==> config.mk <==
export PLATFORM = sky130hd
export DESIGN_NAME = imem_loader
export DESIGN_NICKNAME = d
export VERILOG_FILES = /design/src/rtl/imem_loader.sv
export SDC_FILE = /design/constraint.sdc
export NUM_CORES = 1
export LEC_CHECK = 0
export ABC_CLOCK_PERIOD_IN_PS = 2500
export CORE_MARGIN = 2
export CORE_UTILIZATION = 45
export CTS_BUF_LIST = sky130_fd_sc_hd__clkbuf_4 sky130_fd_sc_hd__clkbuf_8
export DETAILED_ROUTE_END_ITERATION = 16
export PLACE_DENSITY_LB_ADDON = 0.12
export SLEW_MARGIN = 5
export SYNTH_ARGS = -nofsm -noshare
export SYNTH_HDL_FRONTEND = slang
export SYNTH_SLANG_ARGS = --single-unit
==> constraint.sdc <==
create_clock -name clk -period 2.5 [get_ports clk]
set_input_delay 0.5 -clock clk [delete_from_list [all_inputs] [get_ports clk]]
set_output_delay 0.5 -clock clk [all_outputs]
set_load 0.02 [all_outputs]
Figure 1. PDN straps and rails.
Bar = 20 µm. Pins as bars on the die edge. Tap cells in grey.
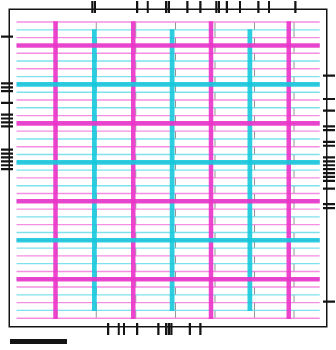
[VDD] cyan
[VSS] magenta
signal pins: 58
rows: 38
met4 straps: 7
met1 rails: 39
met5 straps: 7
die height: 110 µm
core footprint: 0.0109 mm²
floorplan die width: 110 µm
VDD IR-drop max: 0.499 mV

Figure 2. Cells coloured by class.
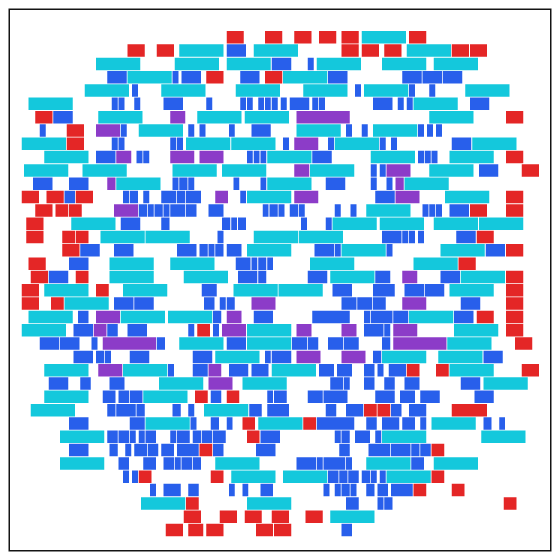
[remaining buffers and delay cells] red | cells: 83 | share of their area: 13%
[remaining logic cells] blue | cells: 305 | share of their area: 34%
[registers] cyan | cells: 114 | share of their area: 46%
[clock drivers and dummy loads] purple | cells: 32 | share of their area: 6.8%
proportion of cell area occupied by registers: 45.1%
utilization of the core after routing: 57.8%
final cell area excluding filler cells: 0.00632 mm²
row cnt: 38

Figure 3. Routed clock nets over the placement.
Bar = 20 µm.
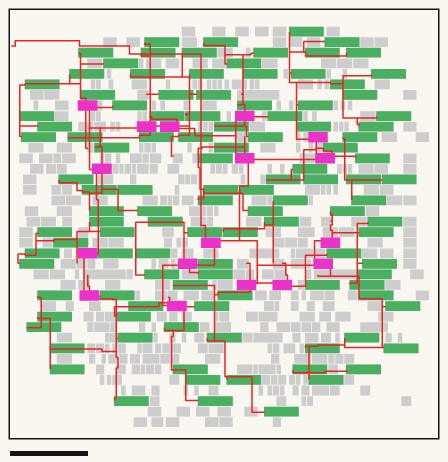
[clock-net drivers] magenta | count: 17
[flip-flops] green | count: 114
[clock wires] red | length: 1390 µm
flops lie: widely spread
routed clock nets: 18
Clock Skews: 13.5 ps
clock latency of the later-clocked register in the worst-skew pair: 410 ps
clock group power: 0.00178 W
clock network power share: 38.4%

Figure 4. Wiring by layer.
Bar = 20 µm. Two of the layers only.
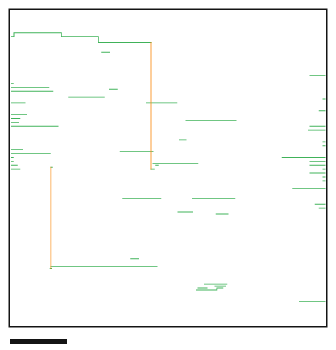
[M3] green | wire length: 396 µm
[M4] orange | wire length: 79.6 µm
combined global-route utilization of all metal layers: 19.8%
WL/cell: 15.7 µm
final routed wirelength across all metal layers: 10.6 mm
vias: 3512

Figure 5. Clock wiring as the flow saved it.
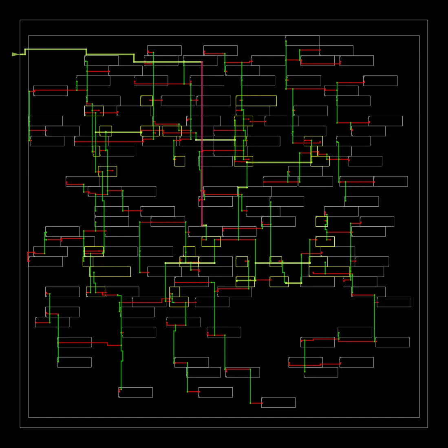
clock buffer instance count of the final layout: 17
number of clock sinks: 114

==> run notes <==
Implementation numbers.

- The proportion of synthesized flip-flops having asynchronous set or reset is 100%.
- The top flip-flop cell by instance count after synthesis is sky130_fd_sc_hd__dfrtp_1.
- Warnings reported by Yosys during synthesis add up to 0.
- The maximum clock rate is 0.432 GHz.
- The number of enable flip-flop cells is 0.
- The flop-to-flop setup slack is 180 ps.
- TritonCTS built the clock tree.
- Summing all placed instances gives a cell area of between 0.005 and 0.006 mm².
- The global route stage reports its total congestion overflow as 0.
- The placement report lists the number of port buffers as 57.
- The depth of the critical timing path with buffers and inverters included is 8.
- The count of H-tree levels built during CTS is 4.
- The critical path's slowest cell is sky130_fd_sc_hd__dfrtp_1.
- The instance count of the mapped netlist is 442.
- The power report lists cell-internal power as 0.00338 W.
- The kind of cell adding the most delay to the critical path is AND-OR/OR-AND gates.
- The via count of the first global-routing pass is around 3600.
- The total cells reported by yosys after synthesis is about 440.
- The share of the clock period used by the worst path is 92.7%.
- The first global-routing pass estimated 18.2 mm of wire.
- Once detailed placement completed, the half-perimeter wirelength came to 7.32 mm.
- The number of nets handed over by synthesis was ~460.
- The number of distinct library cell variants in the gate-level netlist after synthesis is approximately 54.
- The number of nets in the final layout is 535.
- The clock-pin slew on the worst setup and hold paths is 80 ps.
- After layout, the design draws a total of 0.00464 W.
- The sequential share of power is 48.3%.
- The largest fanout on the critical path is 8.
- The number of cells on the worst reg-to-reg path is 8.
- STA reports the tightest min-delay check as being of type primary input to async pin.
- In this run the full chip footprint comes out at between 0.01 and 0.015 mm².
- The register with the most flip-flops in the layout has 32 of them.
- CTS reports a maximum clock tree buffer depth of 2.
- Net switching is 27.1% of the power.
- In this run the maximum-capacitance check reported violations numbering 0.
- The power density of the placed cells is 735 mW/mm².
- CTS added clock buffers totalling 17.
- The script extracted a net switching power of ~0.0013 W.
- The post-synthesis cell type with the largest combined area is sky130_fd_sc_hd__dfrtp_1.
- Combinational cells account for around an eighth of the total power.
- The number of antenna repair diodes is 0.
- 58 I/O pins were placed.
- The signal arrival time at the worst endpoint is 2620 ps.
- Per the synthesis report, the single largest cell type by area occupies a little under three fifths of cell area.
- The number of iterations in the first detailed-routing pass is 4.
- The script reports the combined buffer and inverter count of the critical path as 0.
- The pre-placement core utilization is 46.5%.
- Counting endpoints that fail hold in the final report gives 0.
- The DRC violation total after the first TritonRoute iteration is approximately 170.
- The register cell area after layout is 0.00285 mm².
- The relative max-transition margin is between 50% and 60%.
- Setup repair after global routing left no endpoint under its margin.
- The worst setup path is captured at a register.
- The most common logic cell in the final layout is sky130_fd_sc_hd__dfrtp_1.
- Listed in order, past its start point the critical path passes ha_1, xor2_1, o211ai_2, a22oi_2, nor4_4, a31oi_4, and3_1, a221o_1.
- The required time of the worst setup path is roughly 2800 ps.
- The sequential element share of the synthesized area is a little under three fifths.
- The share of layout cells above drive strength 1 is 18.7%.
- The initial antenna violation count is 0.
- The leakage power figure is 3.10 nW.
- Relative to the synthesized area, the layout overhead comes to 24.3%.
- Ranking logic cells in the layout by count gives the top entries sky130_fd_sc_hd__dfrtp_1, sky130_fd_sc_hd__nand2_1, sky130_fd_sc_hd__clkdlybuf4s50_1.
- The category of the most critical setup path is register to register.
- The max-slew violation total from the final report is 0.
- The count of filler cells inserted in the layout is 974.
- The total of flip-flops plus latches after synthesis is roughly 110.
- The flow ran to the end, and the final reports show no timing, DRC or antenna violations.
- Looking at the max-slew report, the worst-margin pin has a slew of between 600 and 700 ps.
- The number of logged tool warnings is 26.
- The average vias per placed instance is 5.21.
- The average footprint of a synthesized cell is 11.5 µm².
- The startpoint type of the worst setup path is a register.
- The post-CTS setup repair buffer count is 0.
- After routing, the total negative slack on setup checks comes to 0 ps.
- The mapped netlist covers 0.00508 mm².
- The final weighted congestion of routability-driven global placement is 0.856.
- The detail route stage leaves a number of antenna-violating nets equal to 0.
- The largest single stage delay on the critical path is 400 ps.
- The main area contributors are sky130_fd_sc_hd__dfrtp_1, sky130_fd_sc_hd__mux2_1, sky130_fd_sc_hd__nand2_1.
- The synthesized netlist has a Yosys-reported chip area of between 0.005 and 0.006 mm².
- The layout report lists the multi-input gate area as 0.00208 mm².
- The clock period could shrink to ~2300 ps.
- The hold slack is 97.6 ps.
- The tree is rooted in a sky130_fd_sc_hd__clkbuf_8.
- Entering global routing, the biggest net connects 57 pins.
- The DRC violation count after routing is 0.
- For this run, the final setup violation count is recorded as 0.
## cells in the mapped netlist (2+ instances only)
master,count
sky130_fd_sc_hd__dfrtp_1,114
sky130_fd_sc_hd__nand2_1,99
sky130_fd_sc_hd__mux2_1,40
sky130_fd_sc_hd__mux2_2,26
sky130_fd_sc_hd__nor2_1,13
sky130_fd_sc_hd__o21ai_1,13
sky130_fd_sc_hd__clkbuf_1,11
sky130_fd_sc_hd__xor2_1,11
sky130_fd_sc_hd__o21ai_0,9
sky130_fd_sc_hd__xnor2_1,8
sky130_fd_sc_hd__buf_4,7
sky130_fd_sc_hd__nor4_1,7
sky130_fd_sc_hd__nand3_1,6
sky130_fd_sc_hd__and3_1,5
sky130_fd_sc_hd__nand2b_1,5
sky130_fd_sc_hd__inv_1,4
sky130_fd_sc_hd__nor3_1,4
sky130_fd_sc_hd__a21o_1,3
sky130_fd_sc_hd__a21oi_1,3
sky130_fd_sc_hd__buf_2,3
sky130_fd_sc_hd__nand3b_1,3
sky130_fd_sc_hd__nor2b_1,3
sky130_fd_sc_hd__o31ai_1,3
sky130_fd_sc_hd__or3_1,3
sky130_fd_sc_hd__a21boi_0,2
sky130_fd_sc_hd__a22o_1,2
sky130_fd_sc_hd__a31oi_1,2
sky130_fd_sc_hd__buf_6,2
sky130_fd_sc_hd__ha_1,2
sky130_fd_sc_hd__mux2i_1,2
sky130_fd_sc_hd__nand3_2,2
sky130_fd_sc_hd__nand4_1,2
sky130_fd_sc_hd__or2_2,2
## cells by family after synthesis
group	share of synthesized area, %
adders and majority gates	0.492
and+or+nand+nor	15.4
muxes	15.3
AOI/OAI and AO/OA	6.55
buffers and inverters	2.88
xor gates and xnor gates	3.27
DFF	56.1
## through the flow
stage          setup slack [ps]  util (%)  instances
6_report                    183      57.8        674
5_1_grt                    47.0      57.8        674
4_1_cts                     189      57.8        674
3_5_place_dp               11.0      54.0        642
3_3_place_gp               73.6      54.0        642
2_1_floorplan               192         -        442
## cell type report
| type | count | area share, % |
|---|---|---|
| clock buffers | 17 | 3.70 |
| clock inverters | 15 | 2.91 |
| inverters | 4 | 0.238 |
| multi-input cells | 301 | 33.0 |
| flip-flops and latches | 114 | 45.1 |
| well taps | 140 | 2.77 |
| repair buffers | 83 | 12.3 |
## per-layer routing
| layer | up-vias | track usage (%) | part of all wire [%] |
|---|---|---|---|
| li1 | 1684 | - | - |
| met1 | 1748 | 27.4 | 48 |
| met2 | 75 | 30.5 | 48 |
| met3 | 5 | 5.29 | 3.7 |
| met4 | 0 | 6.61 | 0.74 |
| met5 | - | 0 | 0 |
## timing repair
item,4_1_cts,5_1_grt
setup endpoints to repair,1,0
hold endpoints to repair,0,0
resized,1,0
hold buffers,0,0
## power groups by stage
stage                     combinational, W  clock (W)  sequential [W]
after floorplan                   0.000457          0         0.00221
after global routing              0.000691    0.00192         0.00227
final                             0.000615    0.00178         0.00224
after CTS                         0.000621    0.00183         0.00225
after detailed placement          0.000619          0         0.00228
after global placement            0.000608          0         0.00227
Power figures rest on the tool's default switching activity, not on a simulated workload.
